[config.mk]
export PLATFORM = sky130hd
export DESIGN_NAME = updown_counter_presc
export DESIGN_NICKNAME = d
export VERILOG_FILES = /design/src/rtl/counter_pkg.sv /design/src/rtl/tick_gen.sv /design/src/rtl/updown_counter_presc.sv
export SDC_FILE = /design/constraint.sdc
export NUM_CORES = 1
export LEC_CHECK = 0
export CORE_MARGIN = 3
export CORE_UTILIZATION = 45
export DETAILED_ROUTE_END_ITERATION = 10
export PLACE_DENSITY = 0.75
export SETUP_SLACK_MARGIN = 0.4
export SLEW_MARGIN = 10
export SYNTH_ARGS = -nofsm -noshare
export SYNTH_HDL_FRONTEND = slang
export SYNTH_SLANG_ARGS = --single-unit
[constraint.sdc]
create_clock -name clk -period 1.8 [get_ports clk]
set_input_delay 0.36 -clock clk [delete_from_list [all_inputs] [get_ports clk]]
set_output_delay 0.36 -clock clk [all_outputs]
set_load 0.05 [all_outputs]
[src/rtl/counter_pkg.sv]
// Shared constants and helpers for the prescaled counter family.
package counter_pkg;

    localparam logic UP = 1'b1;
    localparam logic DN = 1'b0;

    // Bits needed to hold 0..v-1; never less than one so a DIV=1 prescaler still has a register.
    function automatic int clog2(input int unsigned v);
        int r;
        r = 0;
        for (int i = 0; i < 32; i++) begin
            if ((64'(1) << i) < 64'(v)) begin
                r = i + 1;
            end
        end
        return (r < 1) ? 1 : r;
    endfunction

endpackage

[src/rtl/tick_gen.sv]
// Prescaler: emits a one-cycle enable strobe every DIV enabled clk cycles.
// The strobe is the next-state value (high during the terminal prescale cycle),
// so a consumer that registers it lines its own state update up with it.
module tick_gen
    import counter_pkg::*;
#(
    parameter int unsigned DIV = 4
) (
    input  logic clk,
    input  logic rs,
    input  logic en,
    input  logic clr,
    output logic tick
);

    localparam int PW = clog2(DIV);
    localparam logic [PW-1:0] LAST = PW'(DIV - 1);

    logic [PW-1:0] r_cnt;
    logic          w_last;

    assign w_last = en && !clr && !rs && (r_cnt == LAST);
    assign tick   = w_last;

    // Prescale count: cleared by reset or clear, advances only while enabled.
    always_ff @(posedge clk) begin
        if (rs || clr) begin
            r_cnt <= '0;
        end else if (en) begin
            r_cnt <= (r_cnt == LAST) ? '0 : r_cnt + PW'(1);
        end
    end

endmodule

[src/rtl/updown_counter_presc.sv]
// Modulo-MODULO up/down counter advanced by an internal prescaler strobe,
// with saturating parallel load and a terminal-count pulse for cascading.
module updown_counter_presc
    import counter_pkg::*;
#(
    parameter int          WIDTH  = 4,
    parameter int          MODULO = 16,
    parameter int unsigned DIV    = 50000000
) (
    input  logic             clk,
    input  logic             rs,
    input  logic             en,
    input  logic             up_dn,
    input  logic             load,
    input  logic [WIDTH-1:0] load_val,
    output logic [WIDTH-1:0] q,
    output logic             tick,
    output logic             tc
);

    localparam logic [WIDTH-1:0] MAX = WIDTH'(MODULO - 1);

    logic             w_strobe;
    logic [WIDTH-1:0] w_load_sat;
    logic [WIDTH-1:0] r_q;
    logic             r_tick;
    logic             r_tc;

    // Load clears the prescaler so the next tick is a full period after the load.
    tick_gen #(
        .DIV (DIV)
    ) u_tick_gen (
        .clk  (clk),
        .rs   (rs),
        .en   (en),
        .clr  (load),
        .tick (w_strobe)
    );

    assign w_load_sat = (load_val > MAX) ? MAX : load_val;

    // Count, tick and terminal-count registers; priority rs > load > tick > hold.
    always_ff @(posedge clk) begin
        if (rs) begin
            r_q    <= '0;
            r_tick <= 1'b0;
            r_tc   <= 1'b0;
        end else if (load) begin
            r_q    <= w_load_sat;
            r_tick <= 1'b0;
            r_tc   <= 1'b0;
        end else if (w_strobe) begin
            r_tick <= 1'b1;
            if (up_dn == UP) begin
                r_q  <= (r_q == MAX) ? '0 : r_q + WIDTH'(1);
                r_tc <= (r_q == MAX);
            end else begin
                r_q  <= (r_q == '0) ? MAX : r_q - WIDTH'(1);
                r_tc <= (r_q == '0);
            end
        end else begin
            r_tick <= 1'b0;
            r_tc   <= 1'b0;
        end
    end

    assign q    = r_q;
    assign tick = r_tick;
    assign tc   = r_tc;

endmodule

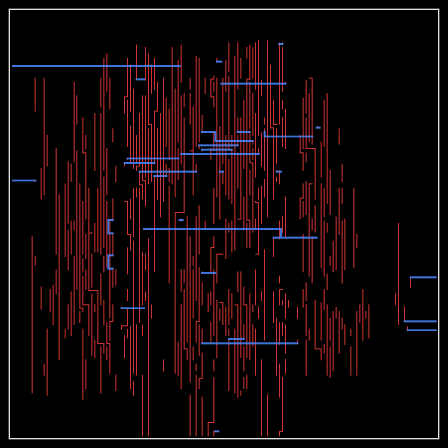
wires.png
Only two layers are drawn.
metal 2 -> red  # wire length 2330 µm
metal 3 -> blue  # wire length 179 µm

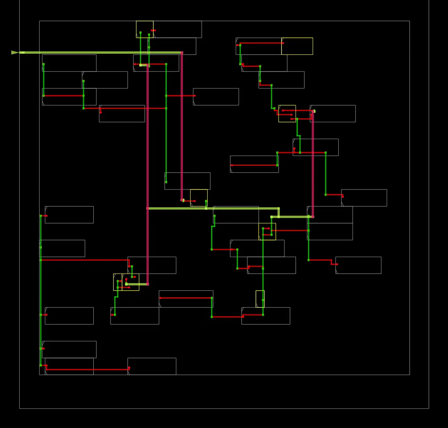
clocks.png
clkbuf count: 8
Clock Skew: 2.99 ps
Num CTS Buffers: 5

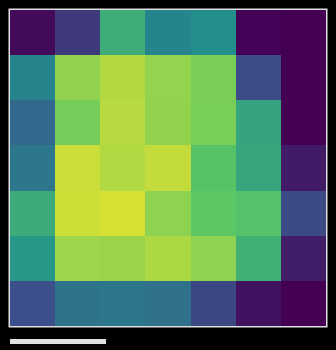
cell_density.png
Scale bar: 20 µm. The die is cut into 7 by 7 equal tiles; dark purple is low, yellow is high, 0 to 100% covered.
nearly empty tiles = 10%
densest ninth of the die = center
tiles over 75% full = 37%
mean over tiles = 53%
fullest tile = 94%

==> reports/summary.txt <==
Adder Share, Synth - 0.0231
Critical Path RT - 2060 ps
Core ar. - 3420 µm²
Critical Path Stages - 5
Leading area contributor after synthesis - dfxtp_1
Cell Rows - 21
Dpl ws - -342 ps
Leak - 0.797 nW
Register-to-Register Path Depth - 5
Synthesis area per yosys - 1630 µm²
R2R Path End - q[2]
Synth Register Bits - 32
Top Layout Cells - 32 x buf_4, 16 x dfxtp_1, 13 x a21oi_2, 11 x dfxtp_2, 10 x nand2_1
Post-synth ARST share - 0
Commonest Layout Cell - buf_4
Initial antenna violation count - 0
Worst-Margin Slew - 466 ps
Synth logic family - simple AND/OR/NAND/NOR gates
Dpl hpwl - 2880 µm
Status - finished clean
Register area - 673 µm²
WHS Path Cells - 2
Antenna-violating nets left - 0
Total number of H-tree levels - 2
Non-Clock Buffer Count - 50
R2R setup slack - 70 ps
Placed inst area - 2000 µm²
Grt ovf - 0
Synth Instances - 191
# fillers - 254
Post-CTS resize count - 33
Die width - 66.1 µm
Yosys aoi share - 0.164
Critical-path cell list - nor4b_2 > nand4_1 > buf_6 > or4_1 > a311oi_1
Switch share - 0.260
WP data arrival - 1990 ps
Pint - 0.968 mW
Final #Nets - 251
Layout Cells excl Fill - 286
Mapped Nets - 203
Crit-path leading delay family - simple AND/OR/NAND/NOR gates
Vias post-DR - 1655
Crit Path Max Fanout - 8
M1 GR Usage - 0.254
Switching power - 0.340 mW
Max Freq - 577 MHz
Power Dens Cells - 554 nW/µm²
Number of global-route vias before repair - 1670
RePlAce Congestion - 0.873
Setup ws final - 67.8 ps
Post-CTS Hold Buffers - 0
Post-synthesis mux area share - 0.00615
Wire length on met2 - 2330 µm
Routed length on met1 - 1850 µm
Clock Tree Buf Depth - 2
Post-CTS setup buffer count - 9
Total GRT Usage - 0.216
Clock Pin Slew Worst Setup and Hold Paths - 90 ps
Io pins - 15
Hold slack - 507 ps
Fin Setup TNS - 0 ps
Area Growth Syn to Fin - 45.0%
Synth top cells by count - 32 x dfxtp_1, 17 x nor2_1, 16 x a21oi_1, 11 x nand2_1
Number of max-cap violations - 0
Synth area leaders - dfxtp_1 39%, a21oi_1 4.9%, o31ai_1 4.2%, nor2_1 3.9%, and4_1 3.8%
CTS root buffer - clkbuf_4
FP Util - 0.476
Die Size - 4370 µm²
Endpoint with the worst hold slack - u_tick_gen.r_cnt[22]
Largest class - logic gates
Final hold violation count - 0
Die Y - 66.1 µm
Layout cells sized above 1 - 0.421
Max-slew headroom - 0.688
RSZ-0062 raised after global routing - true
Pwr Total - 1.31 mW
Worst VDD drop - 308 µV
Sequential group power - 0.727 mW
#MultiIn Comb - 144
Placed Cells - 266
# Taps - 46
Yosys synthesis warning count - 0
CP Launch Type - flop
Number of diodes - 0
Flop pwr share - 0.556
Log Warnings - 30
Yosys cell count - 191
Final design utilization - 0.690
Worst Path Buf+Inv - 1
Final Slew Violations - 0
Post-synth EDFFs - 0
XOR/XNOR share of the synthesized area - 0.0700
Final-layout non-clock buffer area share - 0.180
Clk ins delay skew pair - 340 ps
Main flop type - dfxtp_1
Area share of the leading cell type in the synthesized netlist - 0.394
Clock-cell share - 0.0249
WL final - 4490 µm
Global-route met2 utilization - 0.349
Met3 GRT Util - 0.0527
Clock sinks - 32
Inverters - 6
Tmin final - 1730 ps
HP Class - reg2reg
Logic pwr share - 0.109
GRT Max-Usage Layer - met2
CP Launch Point - u_tick_gen.r_cnt[18]
Reg-to-reg startpoint - u_tick_gen.r_cnt[18]
Main power group - registers
Flip-flops - 32
Routed met3 length - 179 µm
Logic area - 1120 µm²
Basic Gates by Area - 0.306
Max reg flops - 26
1st-iter DRT viols - 120
Logic share of the area - 0.475
Setup crit end - q[2]
Cell Type Count - 35
Final setup fails - 0
Register share of the cell area - 0.285
Most common cell in the netlist - dfxtp_1
Mapped cell area - 1630 µm²
Max layer used - met4
Final worst path period share - 0.962
Critical hold path startpoint - u_tick_gen.r_cnt[22]
Drc violations - 0
Mean post-synth cell area - 8.52 µm²
Post-synth seq share - 0.394
First-pass GRT wire length - 7290 µm
Largest stage delay, worst path - 490 ps
Slowest CP cell - or4_1
CTS tree - done
Routed length per instance - 15.7 µm
Clk pwr - 0.438 mW
Crit path kind - reg2reg
Logic power comb - 0.143 mW
Final Cell Area - 2360 µm²
Router iterations before antenna repair - 4
Setup crit end kind - flop
Most flops, register - u_tick_gen.r_cnt
Power and IR drop assume default switching activity.
